**config.mk**
```make
export PLATFORM = sky130hd
export DESIGN_NAME = window_builder
export DESIGN_NICKNAME = d
export VERILOG_FILES = /design/src/rtl/window_builder.sv
export SDC_FILE = /design/constraint.sdc
export NUM_CORES = 1
export LEC_CHECK = 0
export CORE_ASPECT_RATIO = 0.6
export CORE_MARGIN = 4
export CORE_UTILIZATION = 51
export DETAILED_ROUTE_END_ITERATION = 6
export GPL_TIMING_DRIVEN = 0
export PLACE_DENSITY_LB_ADDON = 0.3
export SYNTH_ARGS = -nofsm -noshare
export SYNTH_HDL_FRONTEND = slang
export SYNTH_SLANG_ARGS = --single-unit
```
**constraint.sdc**
```tcl
create_clock -name clk -period 2.07 [get_ports clk]
set_input_delay 0.3105 -clock clk [delete_from_list [all_inputs] [get_ports clk]]
set_output_delay 0.3105 -clock clk [all_outputs]
set_load 0.02 [all_outputs]
```
**src/rtl/window_builder.sv**
```systemverilog
`default_nettype none
// ============================================================================
//  Module   : window_builder
//  Purpose  : Builds a sliding 3x3 pixel window from three line-memory read
//             words (rows A/B/C). Each accepted word is unpacked one pixel
//             column per cycle into a 3-column shift window. A registered
//             window is issued once three columns of the current line exist.
//  Ports    : clk, rst                 - clock, synchronous active-high reset
//             word_a/b/c               - packed row words, pixel 0 in LSBs
//             word_valid/first/last    - word qualifier and line markers
//             word_ready               - word accepted when valid && ready
//             win_data                 - 3x3 window, (r,k) at (3r+k)*PW
//             win_valid/last/col       - window strobe, line end, column idx
//  Revision : 1.0 - initial release
// ============================================================================
module window_builder #(
    parameter int PIXEL_WIDTH     = 8,
    parameter int PIXELS_PER_WORD = 4,
    parameter int COUNT_WIDTH     = 10
) (
    input  logic                                   clk,
    input  logic                                   rst,
    input  logic [PIXEL_WIDTH*PIXELS_PER_WORD-1:0] word_a,
    input  logic [PIXEL_WIDTH*PIXELS_PER_WORD-1:0] word_b,
    input  logic [PIXEL_WIDTH*PIXELS_PER_WORD-1:0] word_c,
    input  logic                                   word_valid,
    input  logic                                   word_first,
    input  logic                                   word_last,
    output logic                                   word_ready,
    output logic [9*PIXEL_WIDTH-1:0]               win_data,
    output logic                                   win_valid,
    output logic                                   win_last,
    output logic [COUNT_WIDTH-1:0]                 win_col
);

    localparam int WORD_W = PIXEL_WIDTH * PIXELS_PER_WORD;
    localparam int WIN_W  = 9 * PIXEL_WIDTH;
    localparam int IDX_W  = (PIXELS_PER_WORD > 1) ? $clog2(PIXELS_PER_WORD) : 1;

    localparam logic [0:0] ST_IDLE  = 1'b0;
    localparam logic [0:0] ST_SHIFT = 1'b1;

    localparam logic [IDX_W-1:0] LAST_IDX = IDX_W'(PIXELS_PER_WORD - 1);

    logic [0:0]             state_q,     state_d;
    logic [IDX_W-1:0]       pix_idx_q,   pix_idx_d;
    logic [1:0]             fill_q,      fill_d;
    logic [WORD_W-1:0]      hold_a_q,    hold_a_d;
    logic [WORD_W-1:0]      hold_b_q,    hold_b_d;
    logic [WORD_W-1:0]      hold_c_q,    hold_c_d;
    logic                   hold_last_q, hold_last_d;
    logic [WIN_W-1:0]       shift_q,     shift_d;
    logic [WIN_W-1:0]       win_data_q,  win_data_d;
    logic                   win_valid_q, win_valid_d;
    logic                   win_last_q,  win_last_d;
    logic [COUNT_WIDTH-1:0] win_col_q,   win_col_d;

    logic                   w_accept;
    logic                   w_line_end;
    logic [1:0]             w_fill_inc;
    logic [PIXEL_WIDTH-1:0] w_new_px [3];

    // Ready while idle, or while the last pixel of the held word is being
    // shifted so back-to-back words sustain one column per cycle.
    assign word_ready = (state_q == ST_IDLE) || (pix_idx_q == LAST_IDX);
    assign w_accept   = word_valid && word_ready;

    // Newest column pixels taken from the held words at the current index.
    assign w_new_px[0] = hold_a_q[int'(pix_idx_q)*PIXEL_WIDTH +: PIXEL_WIDTH];
    assign w_new_px[1] = hold_b_q[int'(pix_idx_q)*PIXEL_WIDTH +: PIXEL_WIDTH];
    assign w_new_px[2] = hold_c_q[int'(pix_idx_q)*PIXEL_WIDTH +: PIXEL_WIDTH];

    assign w_fill_inc = (fill_q == 2'd3) ? 2'd3 : fill_q + 2'd1;
    assign w_line_end = hold_last_q && (pix_idx_q == LAST_IDX);

    always_comb begin
        state_d     = state_q;
        pix_idx_d   = pix_idx_q;
        fill_d      = fill_q;
        hold_a_d    = hold_a_q;
        hold_b_d    = hold_b_q;
        hold_c_d    = hold_c_q;
        hold_last_d = hold_last_q;
        shift_d     = shift_q;
        win_data_d  = win_data_q;
        win_valid_d = 1'b0;
        win_last_d  = 1'b0;
        win_col_d   = win_col_q;

        if (state_q == ST_SHIFT) begin
            for (int r = 0; r < 3; r++) begin
                shift_d[(3*r)*PIXEL_WIDTH   +: PIXEL_WIDTH] = shift_q[(3*r+1)*PIXEL_WIDTH +: PIXEL_WIDTH];
                shift_d[(3*r+1)*PIXEL_WIDTH +: PIXEL_WIDTH] = shift_q[(3*r+2)*PIXEL_WIDTH +: PIXEL_WIDTH];
                shift_d[(3*r+2)*PIXEL_WIDTH +: PIXEL_WIDTH] = w_new_px[r];
            end

            if (w_fill_inc == 2'd3) begin
                win_valid_d = 1'b1;
                win_last_d  = w_line_end;
                win_data_d  = shift_d;
                // fill was 2 only on the first complete window of a line
                win_col_d   = (fill_q == 2'd2) ? '0 : win_col_q + 1'b1;
            end

            fill_d = w_line_end ? 2'd0 : w_fill_inc;

            if (pix_idx_q == LAST_IDX) begin
                pix_idx_d = '0;
                state_d   = ST_IDLE;
            end else begin
                pix_idx_d = pix_idx_q + 1'b1;
            end
        end

        // Acceptance overrides the idle transition; a line start restarts
        // the fill count after any final shift of the previous word.
        if (w_accept) begin
            hold_a_d    = word_a;
            hold_b_d    = word_b;
            hold_c_d    = word_c;
            hold_last_d = word_last;
            pix_idx_d   = '0;
            state_d     = ST_SHIFT;
            if (word_first) begin
                fill_d = 2'd0;
            end
        end
    end

    always_ff @(posedge clk) begin
        if (rst) begin
            state_q     <= ST_IDLE;
            pix_idx_q   <= '0;
            fill_q      <= 2'd0;
            hold_a_q    <= '0;
            hold_b_q    <= '0;
            hold_c_q    <= '0;
            hold_last_q <= 1'b0;
            shift_q     <= '0;
            win_data_q  <= '0;
            win_valid_q <= 1'b0;
            win_last_q  <= 1'b0;
            win_col_q   <= '0;
        end else begin
            state_q     <= state_d;
            pix_idx_q   <= pix_idx_d;
            fill_q      <= fill_d;
            hold_a_q    <= hold_a_d;
            hold_b_q    <= hold_b_d;
            hold_c_q    <= hold_c_d;
            hold_last_q <= hold_last_d;
            shift_q     <= shift_d;
            win_data_q  <= win_data_d;
            win_valid_q <= win_valid_d;
            win_last_q  <= win_last_d;
            win_col_q   <= win_col_d;
        end
    end

    assign win_data  = win_data_q;
    assign win_valid = win_valid_q;
    assign win_last  = win_last_q;
    assign win_col   = win_col_q;

endmodule
`default_nettype wire

```
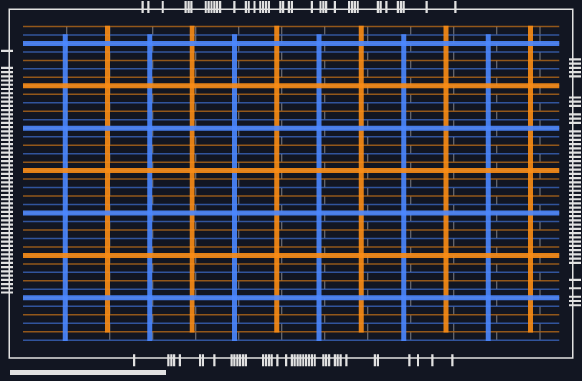
floorplan.png
Bar = 50 um. Pins as bars on the die edge. Tap cells in gray.
net	color
VDD	orange
VSS	blue
signal pins	186
met1 rails	38
met4 straps	12
tap cells	234
met5 straps	7
Vert. Die Dim: 111 um
largest vdd supply drop: 0.538 mV
die extent in x: 180 um
core footprint: 0.0173 mm^2

==> run summary <==
The synthesis and place-and-route flow finished, so here is a summary.

The run finished with clean final reports. In the final report, the number of endpoints failing setup comes to 0. The source-to-sink clock delay at the later pin of the worst-skew pair is 0.51 ns. Fill cells in the final layout number between 1k and 1.5k.

The non-filler instance count after layout is around 1.5k. The critical path in this run is classified as register to primary output. The combined buffer and inverter count along the critical path came out at 4. The total die area came out at 0.0201 mm^2. The plain and repair buffers instantiated in the layout total 281. The final HPWL from detailed placement is 20100 um.

The final period utilization is 98.3%. The routed design uses 2560 um of met3 wire. The relative slew slack is 50.8%. The number of violations of the max-capacitance limit is 0.

The global router reports that the layer with the highest usage is met1. On met3, the global router reports a usage of 5.35%. After synthesis, the cell types taking the most area are dfxtp_1 52%, a21oi_1 9.9%, nand2_1 6.2%, mux4_2 6.0%, nand3_1 5.5%. Yosys stat counts 1023 cells in the synthesized netlist. The number of multi-input combinational cells in the layout came out at between 600 and 700. The cell accounting for the most synthesized area is dfxtp_1. In the final design, more cell area goes to flip-flops and latches than to any other class. The area used by multi-input combinational logic came out at just under 0.004 mm^2. The number of cells on the critical path came out at 6. The number of enable flip-flop cells came out at 0.

Walking the worst path, the cells encountered are ha_2 -> nor2b_1 -> buf_4 -> inv_6 -> buf_6 -> buf_4. On the reported timing paths, the clock transition at the registers reads 0.07 ns. The proportion of cell area spent on the clock network is about 5.8%.

The number of clock sinks is 234. The top metal layer carrying routed signals is met5. The end point of the critical path is word_ready. The post-route met1 wirelength is 12700 um. The synthesized netlist contains 36 unique library cells. Ranked by instance count, the synthesized netlist is headed by 234 x dfxtp_1, 180 x a21oi_1, 151 x nand2_1, 100 x nand3_1, 99 x o21ai_0. The worst-case setup slack after placement is -0.116 ns.

The final-report hold violation count came out at 0. In this run the critical register-to-register path is captured at hold_a_q[1]$_SDFFE_PP0P_. The clock buffer count from CTS is 22. According to the finish report, the design has a final net count of 1335. The number of cells on the worst hold path is listed as 2. The global routing report lists met2 layer usage as between 30 and 40%. Grouping stages by cell kind, the critical path spends the most delay in buffers and inverters. Entering global routing, the biggest net connects 16 pins.

The via density per instance is ~5.7. The OpenROAD warning count is 26. The proportion of synthesized flip-flops having asynchronous set or reset came out at 0%. The path class of the lowest-slack min-delay path is input port to register. The average footprint of a synthesized cell came out at about 8.9 um^2. The static leakage power is 4.16 nW.

During placement, the flow inserted port buffers numbering around 180. The global route stage reports its total congestion overflow as 0. The H-tree level count is 1. The startpoint class of the critical path is a register. The number of antenna violations at the first check in global routing came to 0. The number of antenna cells inserted is 0. For the worst min-delay path, the startpoint reported by OpenROAD is rst. The number of cells on the worst reg-to-reg path came out at 7. Sorting the synthesis cell report by count puts at the top dfxtp_1.

The count of routing violations after the opening detailed-route iteration came out at 856. TritonCTS built the clock tree. The global-route usage over all layers is 25.5%. The routed wire length per instance came out at ~18 um.
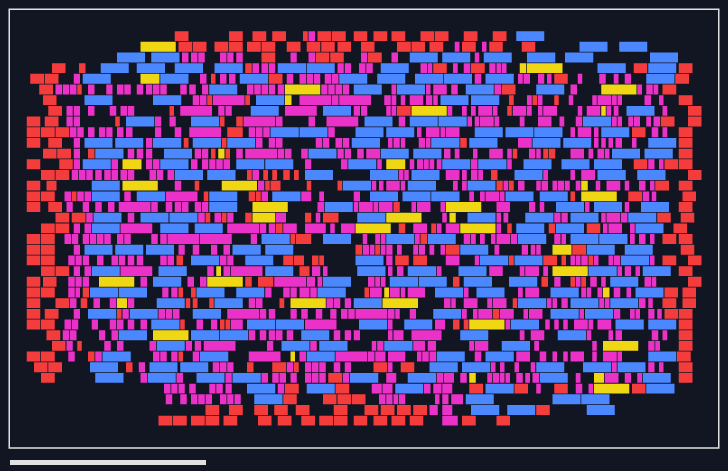
class_map.png
Bar = 50 um.
class	color	cells	share of their area
clock drivers and dummy loads	yellow	40	5.9%
remaining buffers and delay cells	red	281	20%
registers	blue	234	40%
remaining logic cells	magenta	693	34%
Final Instance Area: 0.0119 mm^2
proportion of cell area occupied by registers: 39.3%
standard-cell row count: 37
fin util: 68.9%

[stage by stage]
step / hold WS (ns) / TNS [ns]
finish: 0.171 / 0
global route: 0.192 / 0
detailed placement: 0.442 / -0.671
floorplan: 0.431 / 0
CTS: 0.176 / 0
global placement: 0.441 / -0.363
[kinds of logic (layout without fill, tap and decap cells)]
| family | count (synthesis) | after routing | share of synthesized area [%] |
|---|---|---|---|
| multiplexers | 73 | 73 | 11.4 |
| AND-OR/OR-AND | 289 | 289 | 16.2 |
| buffers and inverters | 102 | 327 | 5.02 |
| adder cells (fa/ha/maj) | 2 | 2 | 0.276 |
| AND/OR/NAND/NOR | 322 | 322 | 15.5 |
| flip-flops | 234 | 234 | 51.6 |
| XOR/XNOR | 1 | 1 | 0.0965 |
[registers in the layout, indices dropped and copies added, names as in the netlist]
register and count:
win_last 1, fill_q 2, hold_c_q 32, win_valid 1
shift_q 48, hold_last_q 1, hold_b_q 32, hold_a_q 32
pix_idx_q 2, state_q 1, win_data 72, win_col 10
[cells in the final DEF, fill, tap and decap left out, types with 2 or more instances in the layout]
cell type	count
o31ai_1	4
clkbuf_16	22
clkdlybuf4s50_1	183
o21ai_1	2
nor2_1	55
buf_1	4
mux4_2	24
dfxtp_1	234
nand2_1	151
or4_1	3
clkbuf_1	59
clkinvlp_4	2
buf_6	4
inv_1	4
o21ai_0	99
a21oi_1	180
clkbuf_8	4
mux2i_1	49
nand3_1	100
clkinv_2	7
buf_4	5
buf_2	30
or3_1	2
[report_power, final]
part	switching (mW)	leakage, nW	internal, mW
Combinational	0.516	1.92	0.419
Sequential	0.0883	1.90	4.64
Clock	1.73	0.339	2.12
[repair_timing]
item	4_1_cts	5_1_grt
hold buffers	0	0
buffers inserted	1	0
endpoints found under the setup margin	1	1
gates resized	8	2
No activity file was given, so power comes from the tool's default toggle rates.
